$ cat config.mk
export PLATFORM = sky130hd
export DESIGN_NAME = ice40_reset_sequencer
export DESIGN_NICKNAME = d
export VERILOG_FILES = /design/src/rtl/ice40_reset_sequencer.sv
export SDC_FILE = /design/constraint.sdc
export NUM_CORES = 1
export LEC_CHECK = 0
export CAP_MARGIN = 20
export CORE_MARGIN = 2
export CORE_UTILIZATION = 55
export DETAILED_ROUTE_END_ITERATION = 16
export GPL_TIMING_DRIVEN = 0
export MAX_ROUTING_LAYER = met4
export PLACE_DENSITY = 0.75
export SLEW_MARGIN = 10
export SYNTH_ARGS = -nofsm -noshare
export SYNTH_HDL_FRONTEND = slang
export SYNTH_SLANG_ARGS = --single-unit
export TNS_END_PERCENT = 100
$ cat constraint.sdc
create_clock -name clk -period 0.9 [get_ports clk]
set_input_delay 0.09 -clock clk [delete_from_list [all_inputs] [get_ports clk]]
set_output_delay 0.09 -clock clk [all_outputs]
set_load 0.005 [all_outputs]
$ cat src/rtl/ice40_reset_sequencer.sv
// Central reset sequencer: holds all domains in reset, then releases them in order.
// Optional watchdog request source is built only when ICE40_RESET_WDT_EN is defined.
module ice40_reset_sequencer #(
  parameter int NUM_STAGES  = 3,
  parameter int HOLD_CYCLES = 16,
  parameter int STAGE_GAP   = 4,
  parameter int WDT_CYCLES  = 1024
) (
  input  logic                  clk,
  input  logic                  reset,
  input  logic                  sw_req,
  input  logic                  ext_req,
  input  logic                  wdt_kick,
  output logic [NUM_STAGES-1:0] stage_resetn,
  output logic                  busy,
  output logic [1:0]            cause
);

  localparam int MAX_HG  = (HOLD_CYCLES > STAGE_GAP) ? HOLD_CYCLES : STAGE_GAP;
  localparam int MAX_CNT = (MAX_HG > WDT_CYCLES) ? MAX_HG : WDT_CYCLES;
  localparam int CNT_W   = (MAX_CNT > 1) ? $clog2(MAX_CNT) : 1;
  localparam int SIDX_W  = (NUM_STAGES > 1) ? $clog2(NUM_STAGES) : 1;

  localparam logic [1:0] CAUSE_POR = 2'b00;
  localparam logic [1:0] CAUSE_SW  = 2'b01;
  localparam logic [1:0] CAUSE_EXT = 2'b10;
  localparam logic [1:0] CAUSE_WDT = 2'b11;

  typedef enum logic [1:0] {
    ST_HOLD    = 2'd0,
    ST_RELEASE = 2'd1,
    ST_RUN     = 2'd2
  } state_t;

  // Reset asserts immediately but leaves only on a clock edge.
  logic rst_meta_q;
  logic rst_sync_q;

  always_ff @(posedge clk or posedge reset) begin
    if (reset) begin
      rst_meta_q <= 1'b1;
      rst_sync_q <= 1'b1;
    end else begin
      rst_meta_q <= 1'b0;
      rst_sync_q <= rst_meta_q;
    end
  end

  logic ext_meta_q;
  logic ext_sync_q;

  always_ff @(posedge clk or posedge rst_sync_q) begin
    if (rst_sync_q) begin
      ext_meta_q <= 1'b0;
      ext_sync_q <= 1'b0;
    end else begin
      ext_meta_q <= ext_req;
      ext_sync_q <= ext_meta_q;
    end
  end

  state_t                  state_q;
  logic [CNT_W-1:0]        cnt_q;
  logic [SIDX_W-1:0]       stage_idx_q;
  logic [NUM_STAGES-1:0]   stage_resetn_q;
  logic                    busy_q;
  logic [1:0]              cause_q;
  logic                    wdt_expire;

`ifdef ICE40_RESET_WDT_EN
  logic [CNT_W-1:0] wdt_cnt_q;

  assign wdt_expire = (state_q == ST_RUN) && !wdt_kick &&
                      (wdt_cnt_q == CNT_W'(WDT_CYCLES - 1));

  always_ff @(posedge clk or posedge rst_sync_q) begin
    if (rst_sync_q) begin
      wdt_cnt_q <= '0;
    end else if ((state_q != ST_RUN) || wdt_kick || wdt_expire) begin
      wdt_cnt_q <= '0;
    end else begin
      wdt_cnt_q <= wdt_cnt_q + CNT_W'(1);
    end
  end
`else
  logic wdt_kick_unused;

  assign wdt_kick_unused = wdt_kick;
  assign wdt_expire      = 1'b0;
`endif

  logic       req_any;
  logic [1:0] cause_d;

  always_comb begin
    req_any = sw_req || ext_sync_q || wdt_expire;
    cause_d = CAUSE_SW;
    if (wdt_expire) begin
      cause_d = CAUSE_WDT;
    end else if (ext_sync_q) begin
      cause_d = CAUSE_EXT;
    end
  end

  always_ff @(posedge clk or posedge rst_sync_q) begin
    if (rst_sync_q) begin
      state_q        <= ST_HOLD;
      cnt_q          <= '0;
      stage_idx_q    <= '0;
      stage_resetn_q <= '0;
      busy_q         <= 1'b1;
      cause_q        <= CAUSE_POR;
    end else if (req_any) begin
      // Any accepted request restarts the whole sequence, even mid-release.
      state_q        <= ST_HOLD;
      cnt_q          <= '0;
      stage_idx_q    <= '0;
      stage_resetn_q <= '0;
      busy_q         <= 1'b1;
      cause_q        <= cause_d;
    end else begin
      case (state_q)
        ST_HOLD: begin
          if (cnt_q == CNT_W'(HOLD_CYCLES - 1)) begin
            cnt_q       <= '0;
            stage_idx_q <= '0;
            if (NUM_STAGES == 1) begin
              stage_resetn_q <= '1;
              busy_q         <= 1'b0;
              state_q        <= ST_RUN;
            end else begin
              stage_resetn_q <= NUM_STAGES'(1);
              state_q        <= ST_RELEASE;
            end
          end else begin
            cnt_q <= cnt_q + CNT_W'(1);
          end
        end
        ST_RELEASE: begin
          if (cnt_q == CNT_W'(STAGE_GAP - 1)) begin
            cnt_q          <= '0;
            stage_resetn_q <= (stage_resetn_q << 1) | NUM_STAGES'(1);
            stage_idx_q    <= stage_idx_q + SIDX_W'(1);
            if (stage_idx_q == SIDX_W'(NUM_STAGES - 2)) begin
              busy_q  <= 1'b0;
              state_q <= ST_RUN;
            end
          end else begin
            cnt_q <= cnt_q + CNT_W'(1);
          end
        end
        ST_RUN: begin
          stage_resetn_q <= '1;
          busy_q         <= 1'b0;
        end
        default: begin
          state_q        <= ST_HOLD;
          cnt_q          <= '0;
          stage_resetn_q <= '0;
          busy_q         <= 1'b1;
        end
      endcase
    end
  end

  assign stage_resetn = stage_resetn_q;
  assign busy         = busy_q;
  assign cause        = cause_q;

endmodule

Run 1, floorplan with the power grid:
Pins as bars on the die edge.
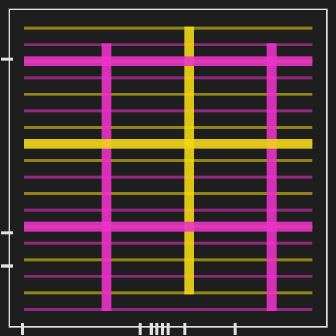
| net | colour |
|---|---|
| VDD | yellow |
| VSS | magenta |
met1 rails: 18
signal pins: 11
met4 straps: 3
rows: 17
worst voltage drop across the vdd grid: 1.213 mV
Die Width: 51.94 µm

Run 1, logic cells by family:
Bar = 20 µm.
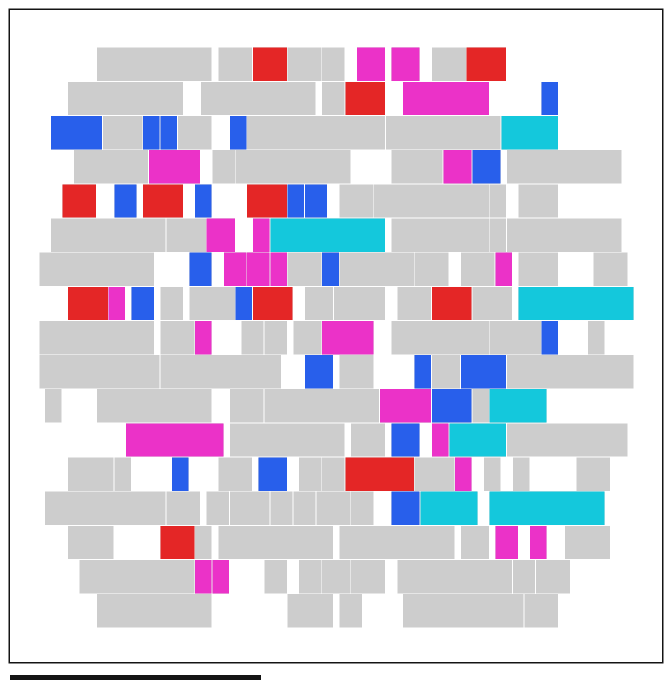
| family | colour | cells | most used |
|---|---|---|---|
| nor cells | magenta | 22 | nor2_1 |
| nand cells | blue | 23 | nand2_1 |
| non-inverting ao/oa cells | red | 11 | a22o_1 |
| fa/ha/maj cells | cyan | 7 | ha_1 |

Run 1, metal 3:
Bar = 20 µm. Cells faint in the background.
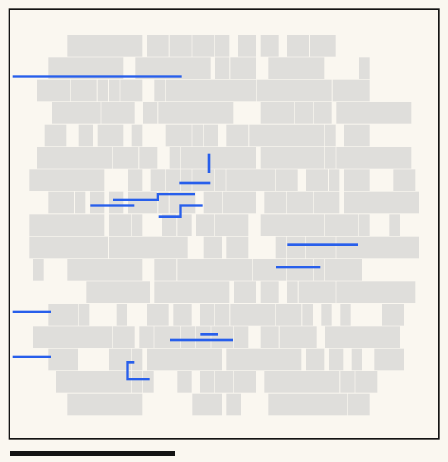
share of all routed wire: 2.7%
nets with wire on the layer: 11
wire length on this layer: 84.1 µm
longest straight run: 20.2 µm
main direction: horizontal
routed wire length: 3077 µm
global routing met3 resource utilization: 3.736%

Run 1, congestion heat map:
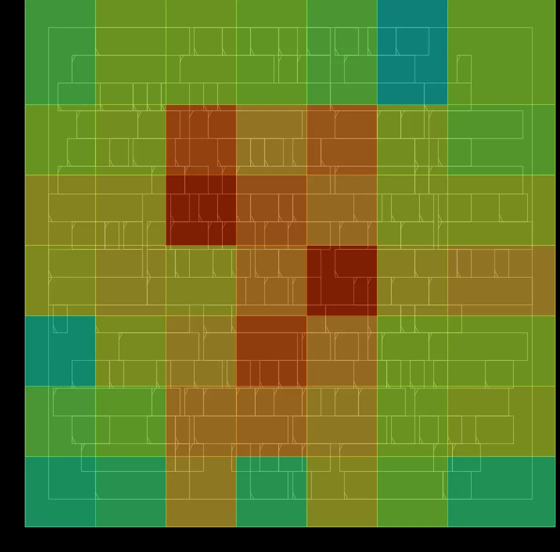
final core utilization: 78.53%
WL/cell: 16.45 µm

run 1: power by group through the flow:
stage                     logic, µW  clock network [µW]  registers (µW)
after floorplan                59.4                   0            1130
after global placement          102                   0            1130
final                           141                 776            1120
after detailed placement        105                   0            1130
after CTS                       127                 784            1120
after global routing            157                 827            1120
run 1: flip-flops by register name, summed over array words and instances, names as in the netlist, 2 cells and up:
name / cells
cnt_q: 10
stage_resetn: 3
cause: 2
stage_idx_q: 2
state_q: 2
run 1: metal layers:
metal	GRT usage, %	routed length (µm)	vias to the layer above
li1	-	-	519
met1	33.52	1368	545
met2	42.19	1612	21
met3	3.736	84	2
met4	7.895	12	0
met5	-	0	-
run 1: cell usage after synthesis, drive strengths merged, types with 2 or more instances:
cell / count / area (µm²)
o21ai: 13 / 68.82
nor4: 2 / 27.53
a22o: 6 / 52.55
nand3: 5 / 25.02
dfstp: 3 / 78.83
a21o: 3 / 22.52
nor3: 3 / 15.01
inv: 9 / 33.78
and3: 2 / 12.51
mux2i: 2 / 20.02
a21oi: 4 / 20.02
nor2b: 2 / 12.51
nor2: 14 / 52.55
dfrtp: 21 / 525.5
a31oi: 3 / 40.04
ha: 7 / 87.58
nand2: 16 / 60.06
run 1: layout make-up:
type	count	area, µm²	area share, %
flip-flops and latches	24	606.8	35.27
clock buffers	3	22.52	1.309
clock inverters	1	30.03	1.745
repair buffers	27	202.7	11.78
plain buffers	1	5.005	0.2909
well taps	28	35.03	2.036
inverters	9	37.54	2.182
multi-input cells	94	780.7	45.38
run 1: repair_timing:
| action | 4_1_cts | 5_1_grt |
|---|---|---|
| buffers inserted | 15 | 3 |
| resized | 55 | 14 |
| endpoints found under the setup margin | 46 | 24 |
| pin swaps | 17 | 5 |
| endpoints found under the hold margin | 0 | 0 |
==> flow_metrics.env, run 1 <==
# yosys + openroad results
export IMPL_fp_utilization_pct=57.68
export IMPL_most_frequent_logic_cell_in_the_layout="sky130_fd_sc_hd__dfrtp_1"
export IMPL_worst_path_dominant_cell_family="AND-OR/OR-AND gates"
export IMPL_worstPathBufferInverterCount=1
export IMPL_dieArea_mm2=0.002697
export IMPL_insertedDiodeCount=0
export IMPL_yosys_cell_types_count=34
export IMPL_cts_tree="done"
export IMPL_clkPwrFrac_pct=38.1
export IMPL_stage_log_warning_count=34
export IMPL_syn_to_layout_area_delta_pct=36.14
export IMPL_worst_skew_ns=0.007624
export IMPL_buffer_ports_inserted=9
export IMPL_synth_edff_count=0
export IMPL_top_logic_kind="AND-OR/OR-AND gates"
export IMPL_cts_sinks=24
export IMPL_synthesized_instance_count=128
export IMPL_critPathCapture="cnt_q[4]$_DFFE_PP0N_"
export IMPL_finalWorstSetupSlack_ns=-0.9223
export IMPL_cp_slowest_cell="sky130_fd_sc_hd__dfrtp_2"
export IMPL_postSynthRegisterBits=24
export IMPL_synth_warning_count=0
export IMPL_failing_checks="negative setup slack"
export IMPL_global_route_usage_total_pct=25.86
export IMPL_post_layout_nonfiller_instances=187
export IMPL_synth_seq_area_share_pct=47.82
export IMPL_post_route_cell_area_mm2=0.001720
export IMPL_buffer_depth_of_the_longest_clock_path=2
export IMPL_total_power_uw=2034
export IMPL_cts_buffers=3
export IMPL_syn_avg_cell_area_um2=9.873
export IMPL_placed_instance_area_mm2=0.001428
export IMPL_yosys_stat_cells=128
export IMPL_run_status="finished, violations left"
export IMPL_maxCapViolCount=0
export IMPL_worst_r2r_path_depth=6
export IMPL_grt_pass1_wl_um=4995
export IMPL_crit_path_start_kind="flop"
export IMPL_comb_power_share_pct=6.9
export IMPL_overflow=0
export IMPL_yosysChipArea_mm2=0.001264
export IMPL_place_congestion=0.8635
export IMPL_worst_path_max_fanout=7
export IMPL_cts_hold_buffers=0
export IMPL_drt_iter0_markers=19
export IMPL_finalNetCount=172
export IMPL_final_setup_viol_count=24
export IMPL_switching_share_pct=20.73
==> run 1 -> run 2 <==
--- a/config.mk
+++ b/config.mk
@@ -8,6 +8,7 @@
 export CAP_MARGIN = 20
 export CORE_MARGIN = 2
 export CORE_UTILIZATION = 55
+export CTS_CLUSTER_SIZE = 25
 export DETAILED_ROUTE_END_ITERATION = 16
 export GPL_TIMING_DRIVEN = 0
 export MAX_ROUTING_LAYER = met4
==> flow_metrics.env, run 2 <==
# yosys + openroad results
export IMPL_insertedDiodeCount=0
export IMPL_fp_dieW_um=51.94
export IMPL_post_place_cells=165
export IMPL_switching_share_pct=20.73
export IMPL_worst_skew_ns=0.007624
export IMPL_global_route_usage_total_pct=25.86
export IMPL_fp_utilization_pct=57.68
export IMPL_met1_resource_use_gr_pct=33.52
export IMPL_pg_comb_uw=141
export IMPL_cts_sinks=24
export IMPL_powerSeq_uw=1120
export IMPL_total_power_uw=2034
export IMPL_synth_top_area_share_pct=41.58
export IMPL_worst_path_max_fanout=7
export IMPL_synth_warning_count=0
export IMPL_final_setup_viol_count=24
export IMPL_finalWorstSetupSlack_ns=-0.9223
export IMPL_grt_pass1_wl_um=4995
export IMPL_post_route_cell_area_mm2=0.001720
export IMPL_power_leader="registers"
export IMPL_route_met3_wl_um=84
export IMPL_min_path_type="in2async"
export IMPL_buffer_ports_inserted=9
export IMPL_most_frequent_logic_cell_in_the_layout="sky130_fd_sc_hd__dfrtp_1"
export IMPL_ir_drop_mv=1.213
export IMPL_routed_top_layer="met4"
export IMPL_maxCapViolCount=0
export IMPL_worst_path_largest_cell_delay_ns=0.45
export IMPL_drt_wl_total_um=3077
export IMPL_postSynthRegisterBits=24
export IMPL_top_register="cnt_q"
export IMPL_run_status="finished, violations left"
export IMPL_synth_edff_count=0
export IMPL_yosysChipArea_mm2=0.001264
export IMPL_syn_avg_cell_area_um2=9.873
export IMPL_yosys_stat_cells=128
export IMPL_comb_power_share_pct=6.9
export IMPL_crit_path_start_kind="flop"
export IMPL_met1_length_um=1368
export IMPL_cp_slowest_cell="sky130_fd_sc_hd__dfrtp_2"
export IMPL_grt_met3_usage_pct=3.736
export IMPL_max_reg_flops=10
export IMPL_worst_path_dominant_cell_family="AND-OR/OR-AND gates"
export IMPL_failing_checks="negative setup slack"
export IMPL_placed_instance_area_mm2=0.001428
export IMPL_post_layout_nonfiller_instances=187
export IMPL_buffer_depth_of_the_longest_clock_path=2
export IMPL_clkPwrFrac_pct=38.1
export IMPL_yosys_cell_types_count=34
export IMPL_area_sequential_um2=606.8
export IMPL_drt_iter0_markers=19
export IMPL_met2_wirelength_um=1612
export IMPL_cts_tree="done"
export IMPL_top_cells_by_count_synth="sky130_fd_sc_hd__dfrtp_1 (21), sky130_fd_sc_hd__nand2_1 (16), sky130_fd_sc_hd__nor2_1 (14)"
export IMPL_place_congestion=0.8635
export IMPL_overflow=0
export IMPL_yosysMostFrequentCell="sky130_fd_sc_hd__dfrtp_1"
export IMPL_finalNetCount=172
export IMPL_post_drt_wl_per_cell_um=16.45
export IMPL_cts_buffers=3
export IMPL_period_used_pct=202.5
export IMPL_dieArea_mm2=0.002697
export IMPL_power_clock_total_uw=776
export IMPL_stage_log_warning_count=34
export IMPL_largest_area_cell="sky130_fd_sc_hd__dfrtp_1"
export IMPL_worstPathBufferInverterCount=1
run 2: cell counts in the layout (fill, tap and decap cells not counted):
No cell type changed its count.
run 2: layout make-up:
class / count / area share (%)
clock inverters: 1 / 1.745
flip-flops and latches: 24 / 35.27
plain buffers: 1 / 0.2909
repair buffers: 27 / 11.78
clock buffers: 3 / 1.309
multi-input cells: 94 / 45.38
inverters: 9 / 2.182
well taps: 28 / 2.036
run 2: worst paths after layout:
check / cells past startpoint / slack, ns / startpoint / end
max: 6 / -0.92 / cnt_q[6]$_DFFE_PP0N_ / cnt_q[4]$_DFFE_PP0N_
min: 2 / 0.07 / reset / rst_sync_q$_DFF_PP1_
max reg2reg: 6 / -0.92 / cnt_q[6]$_DFFE_PP0N_ / cnt_q[4]$_DFFE_PP0N_
min reg2reg: 1 / 0.28 / rst_sync_q$_DFF_PP1_ / ext_sync_q$_DFF_PP0_
max in group asynchronous: 1 / 0.30 / rst_sync_q$_DFF_PP1_ / busy$_DFFE_PP1P_
min in group clk: 1 / 0.22 / ext_req / ext_meta_q$_DFF_PP0_
run 2: cells by family after synthesis:
logic type | synth area share, %
simple gates | 19.01
compound gates | 21.39
flops | 47.82
mux | 1.584
buf+inv | 2.970
fa+ha+maj | 6.930
other cells | 0.2967
run 2: what timing repair did:
item / CTS / global route
gates cloned: 0 / 0
setup endpoints to repair: 46 / 24
pin swaps: 17 / 5
resized: 55 / 14
setup buffers: 15 / 3
run 2: per-stage QoR:
stage	TNS (ns)	hold WS [ns]	setup WS [ns]	util [%]
after floorplan	-12.62	0.001500	-0.8286	-
after global placement	-17.91	0.3384	-1.032	65.16
after detailed placement	-18.71	0.3562	-1.045	65.16
after CTS	-13.92	0.06539	-0.8522	74.76
after global routing	-16.22	0.09249	-0.9706	78.53
final	-14.89	0.07091	-0.9223	78.53
Run 2, metal 1:
Bar = 20 µm. Supply wires on this layer in grey.
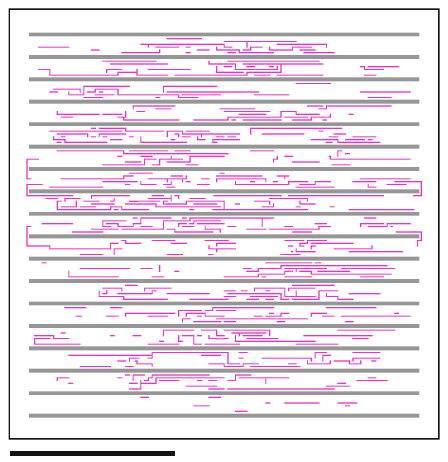
nets with wire on the layer: 158
wire length on this layer: 1370 µm
longest straight run: 12.9 µm

Run 2, congestion heat map:
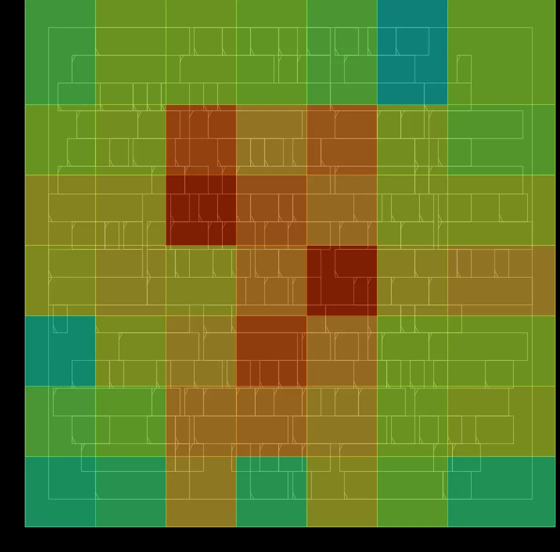
met2 Use GR: 42.19%
most utilized layer in the global route result: met2

==> run 2 -> run 3 <==
--- a/config.mk
+++ b/config.mk
@@ -5,7 +5,7 @@
 export SDC_FILE = /design/constraint.sdc
 export NUM_CORES = 1
 export LEC_CHECK = 0
-export CAP_MARGIN = 20
+export CAP_MARGIN = 10
 export CORE_MARGIN = 2
 export CORE_UTILIZATION = 55
 export CTS_CLUSTER_SIZE = 25
@@ -17,4 +17,4 @@
 export SYNTH_ARGS = -nofsm -noshare
 export SYNTH_HDL_FRONTEND = slang
 export SYNTH_SLANG_ARGS = --single-unit
-export TNS_END_PERCENT = 100
+export TNS_END_PERCENT = 1
==> flow_metrics.env, run 3 <==
# yosys + openroad results
export IMPL_route_met3_wl_um=33
export IMPL_final_hold_violation_count=0
export IMPL_routed_top_layer="met4"
export IMPL_top_cells_by_count_synth="sky130_fd_sc_hd__dfrtp_1 (21), sky130_fd_sc_hd__nand2_1 (16), sky130_fd_sc_hd__nor2_1 (14)"
export IMPL_most_area_consuming_cells_after_synthesis="sky130_fd_sc_hd__dfrtp_1 (42%), sky130_fd_sc_hd__ha_1 (6.9%), sky130_fd_sc_hd__dfstp_2 (6.2%), sky130_fd_sc_hd__o21ai_0 (4.8%), sky130_fd_sc_hd__nand2_1 (4.8%)"
export IMPL_met2_wirelength_um=1190
export IMPL_insertedDiodeCount=0
export IMPL_layout_cells_most_common_list="sky130_fd_sc_hd__dfrtp_1 (19), sky130_fd_sc_hd__nand2_1 (15), sky130_fd_sc_hd__nor2_1 (11), sky130_fd_sc_hd__buf_4 (8)"
export IMPL_fp_dieW_um=51.94
export IMPL_met1_length_um=1239
export IMPL_rr_startpoint="cnt_q[6]$_DFFE_PP0N_"
export IMPL_cts_sinks=24
export IMPL_worst_skew_ns=0.01010
export IMPL_synthesized_instance_count=128
export IMPL_netSwitchingPower_uw=399.5
export IMPL_failing_checks="negative setup slack"
export IMPL_required_ns=1.12
export IMPL_final_setup_viol_count=24
export IMPL_synth_cellmix_compoundShare_pct=21.39
export IMPL_drt_iter0_markers=4
export IMPL_worst_setup_path_startpoint="cnt_q[6]$_DFFE_PP0N_"
export IMPL_critPathCapture="state_q[0]$_DFFE_PP0P_"
export IMPL_switching_share_pct=22.16
export IMPL_finalWorstSetupSlack_ns=-0.9057
export IMPL_max_reg_flops=10
export IMPL_via_count_of_the_routed_design=981
export IMPL_clkPwrFrac_pct=31.2
export IMPL_yosysChipArea_mm2=0.001264
export IMPL_buffer_ports_inserted=9
export IMPL_synth_warning_count=0
export IMPL_worst_path_dominant_cell_family="flip-flops"
export IMPL_min_path_type="in2async"
export IMPL_ir_drop_mv=1.082
export IMPL_comb_power_share_pct=6.9
export IMPL_crit_path_cell_trace="nor4_4 -> buf_4 -> a31oi_4 -> buf_6 -> a2111oi_4 -> mux2i_1 -> nor2_1"
export IMPL_synth_edff_count=0
export IMPL_tns_ns=-14.93
export IMPL_met1_resource_use_gr_pct=30.09
export IMPL_crit_path_start_kind="flop"
export IMPL_syn_to_layout_area_delta_pct=24.55
export IMPL_rows=17
export IMPL_buffer_depth_of_the_longest_clock_path=2
export IMPL_cts_hold_buffers=0
export IMPL_top_register="cnt_q"
export IMPL_setup_reg_to_reg_worst_slack_ns=-0.91
export IMPL_finalNetCount=163
export IMPL_overflow=0
export IMPL_crit_type="reg2reg"
export IMPL_post_cts_setup_buffers=10
export IMPL_worst_path_largest_cell_delay_ns=0.45
export IMPL_yosysMostFrequentCell="sky130_fd_sc_hd__dfrtp_1"
export IMPL_power_internal_uw=1404
export IMPL_cts_root_buf="sky130_fd_sc_hd__clkbuf_4"
export IMPL_worst_r2r_path_depth=7
export IMPL_synth_top_area_share_pct=41.58
export IMPL_synth_adder_area_share_pct=6.931
export IMPL_routed_via_density=5.511
export IMPL_worst_path_max_fanout=5
export IMPL_busiest_layer="met2"
export IMPL_cts_buffers=3
export IMPL_fin_worst_hold_slack_ns=0.07194
export IMPL_fp_utilization_pct=57.68
export IMPL_synth_async_sr_flop_share_pct=100.0
export IMPL_drt_wl_total_um=2481
export IMPL_maxCapViolCount=0
export IMPL_period_used_pct=200.6
export IMPL_postSynthRegisterBits=24
export IMPL_syn_avg_cell_area_um2=9.873
export IMPL_yosys_area_share_simple_pct=19.01
export IMPL_yosys_cell_types_count=34
export IMPL_critical_path_depth=7
export IMPL_cts_tree="done"
export IMPL_synth_seq_area_share_pct=47.82
export IMPL_place_congestion=0.8697
export IMPL_xor_and_xnor_fraction_of_the_mapped_netlist_area_pct=0
export IMPL_largest_area_cell="sky130_fd_sc_hd__dfrtp_1"
export IMPL_power_share_sequential_pct=61.8
export IMPL_post_synth_mux_area_share_pct=1.584
export IMPL_grt_pass1_wl_um=4347
export IMPL_stage_log_warning_count=34
export IMPL_dieArea_mm2=0.002697
export IMPL_post_cts_resized_instances=41
export IMPL_yosys_stat_cells=128
export IMPL_nFillCells=158
export IMPL_run_status="finished, violations left"
export IMPL_synthFlopType="sky130_fd_sc_hd__dfrtp_1"
export IMPL_top_logic_kind="AND-OR/OR-AND gates"
export IMPL_worstReg2RegEnd="state_q[0]$_DFFE_PP0P_"
export IMPL_cp_slowest_cell="sky130_fd_sc_hd__dfrtp_2"
export IMPL_worstPathBufferInverterCount=2
-- run 3: cell count changes in the layout (fill, tap and decap cells not counted), sizes merged --
cell	change
buf	-12
bufinv	-1
clkbuf	+4
-- run 3: how the worst min path moves through the flow --
stage                              start  depth (start not counted)  slack (ns)                   end
CTS                                reset                          2        0.07  rst_meta_q$_DFF_PP1_
finish                             reset                          2        0.07  rst_sync_q$_DFF_PP1_
detailed placement  ext_meta_q$_DFF_PP0_                          0        0.35  ext_sync_q$_DFF_PP0_
floorplan                          reset                          1       0.002  rst_meta_q$_DFF_PP1_
global placement    ext_meta_q$_DFF_PP0_                          0        0.34  ext_sync_q$_DFF_PP0_
global route                       reset                          2        0.11  rst_sync_q$_DFF_PP1_
-- run 3: through the flow --
stage	instances	cell area, µm²	power (µW)	setup WS [ns]
after global routing	178	1574	1876	-0.9934
final	178	1574	1803	-0.9057
after CTS	178	1575	1820	-0.8606
after floorplan	128	1295	1190	-0.8294
after global placement	165	1420	1232	-1.121
after detailed placement	165	1420	1236	-1.161
-- run 3: power by group through the flow --
| stage | logic (µW) | clock network (µW) | registers, µW |
|---|---|---|---|
| after CTS | 126 | 580 | 1110 |
| final | 125 | 563 | 1110 |
| after global routing | 142 | 616 | 1120 |
| after floorplan | 58.3 | 0 | 1130 |
| after detailed placement | 102 | 0 | 1130 |
| after global placement | 101 | 0 | 1130 |
-- run 3: final cells by class --
class | count | area [µm²] | area share [%]
Timing Repair Buffer | 19 | 142.6 | 9.062
Multi-Input combinational cell | 94 | 715.7 | 45.47
Inverter | 9 | 37.54 | 2.385
Tap cell | 28 | 35.03 | 2.226
Clock buffer | 4 | 36.28 | 2.305
Sequential cell | 24 | 606.8 | 38.55
Run 3, congestion heat map:
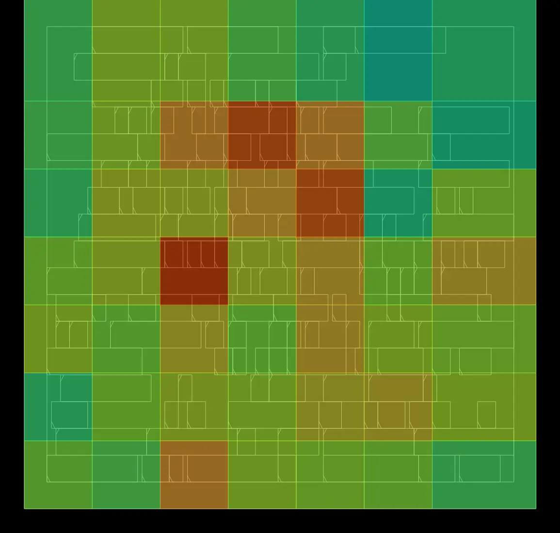
met2 Use GR: 34.39%
WL/cell: 13.94 µm
global routing met3 resource utilization: 3.448%
Global Route Usage Sum: 22.33%
final core utilization: 71.84%

Run 3, logic cells by family:
Bar = 20 µm.
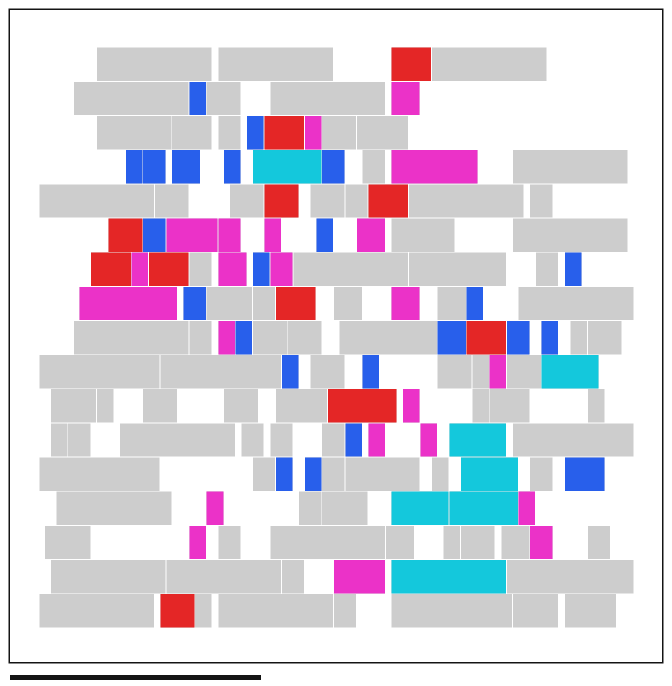
| family | colour | cells | most used |
|---|---|---|---|
| nand cells | blue | 23 | nand2_1 |
| nor cells | magenta | 22 | nor2_1 |
| non-inverting ao/oa cells | red | 11 | a22o_1 |
| fa/ha/maj cells | cyan | 7 | ha_1 |
number of cells in the finished layout apart from fillers: 178
fraction of area in multi-input gates: 45.47%
most frequent logic cell in the layout: sky130_fd_sc_hd__dfrtp_1

No activity file was given, so power comes from the tool's default toggle rates.
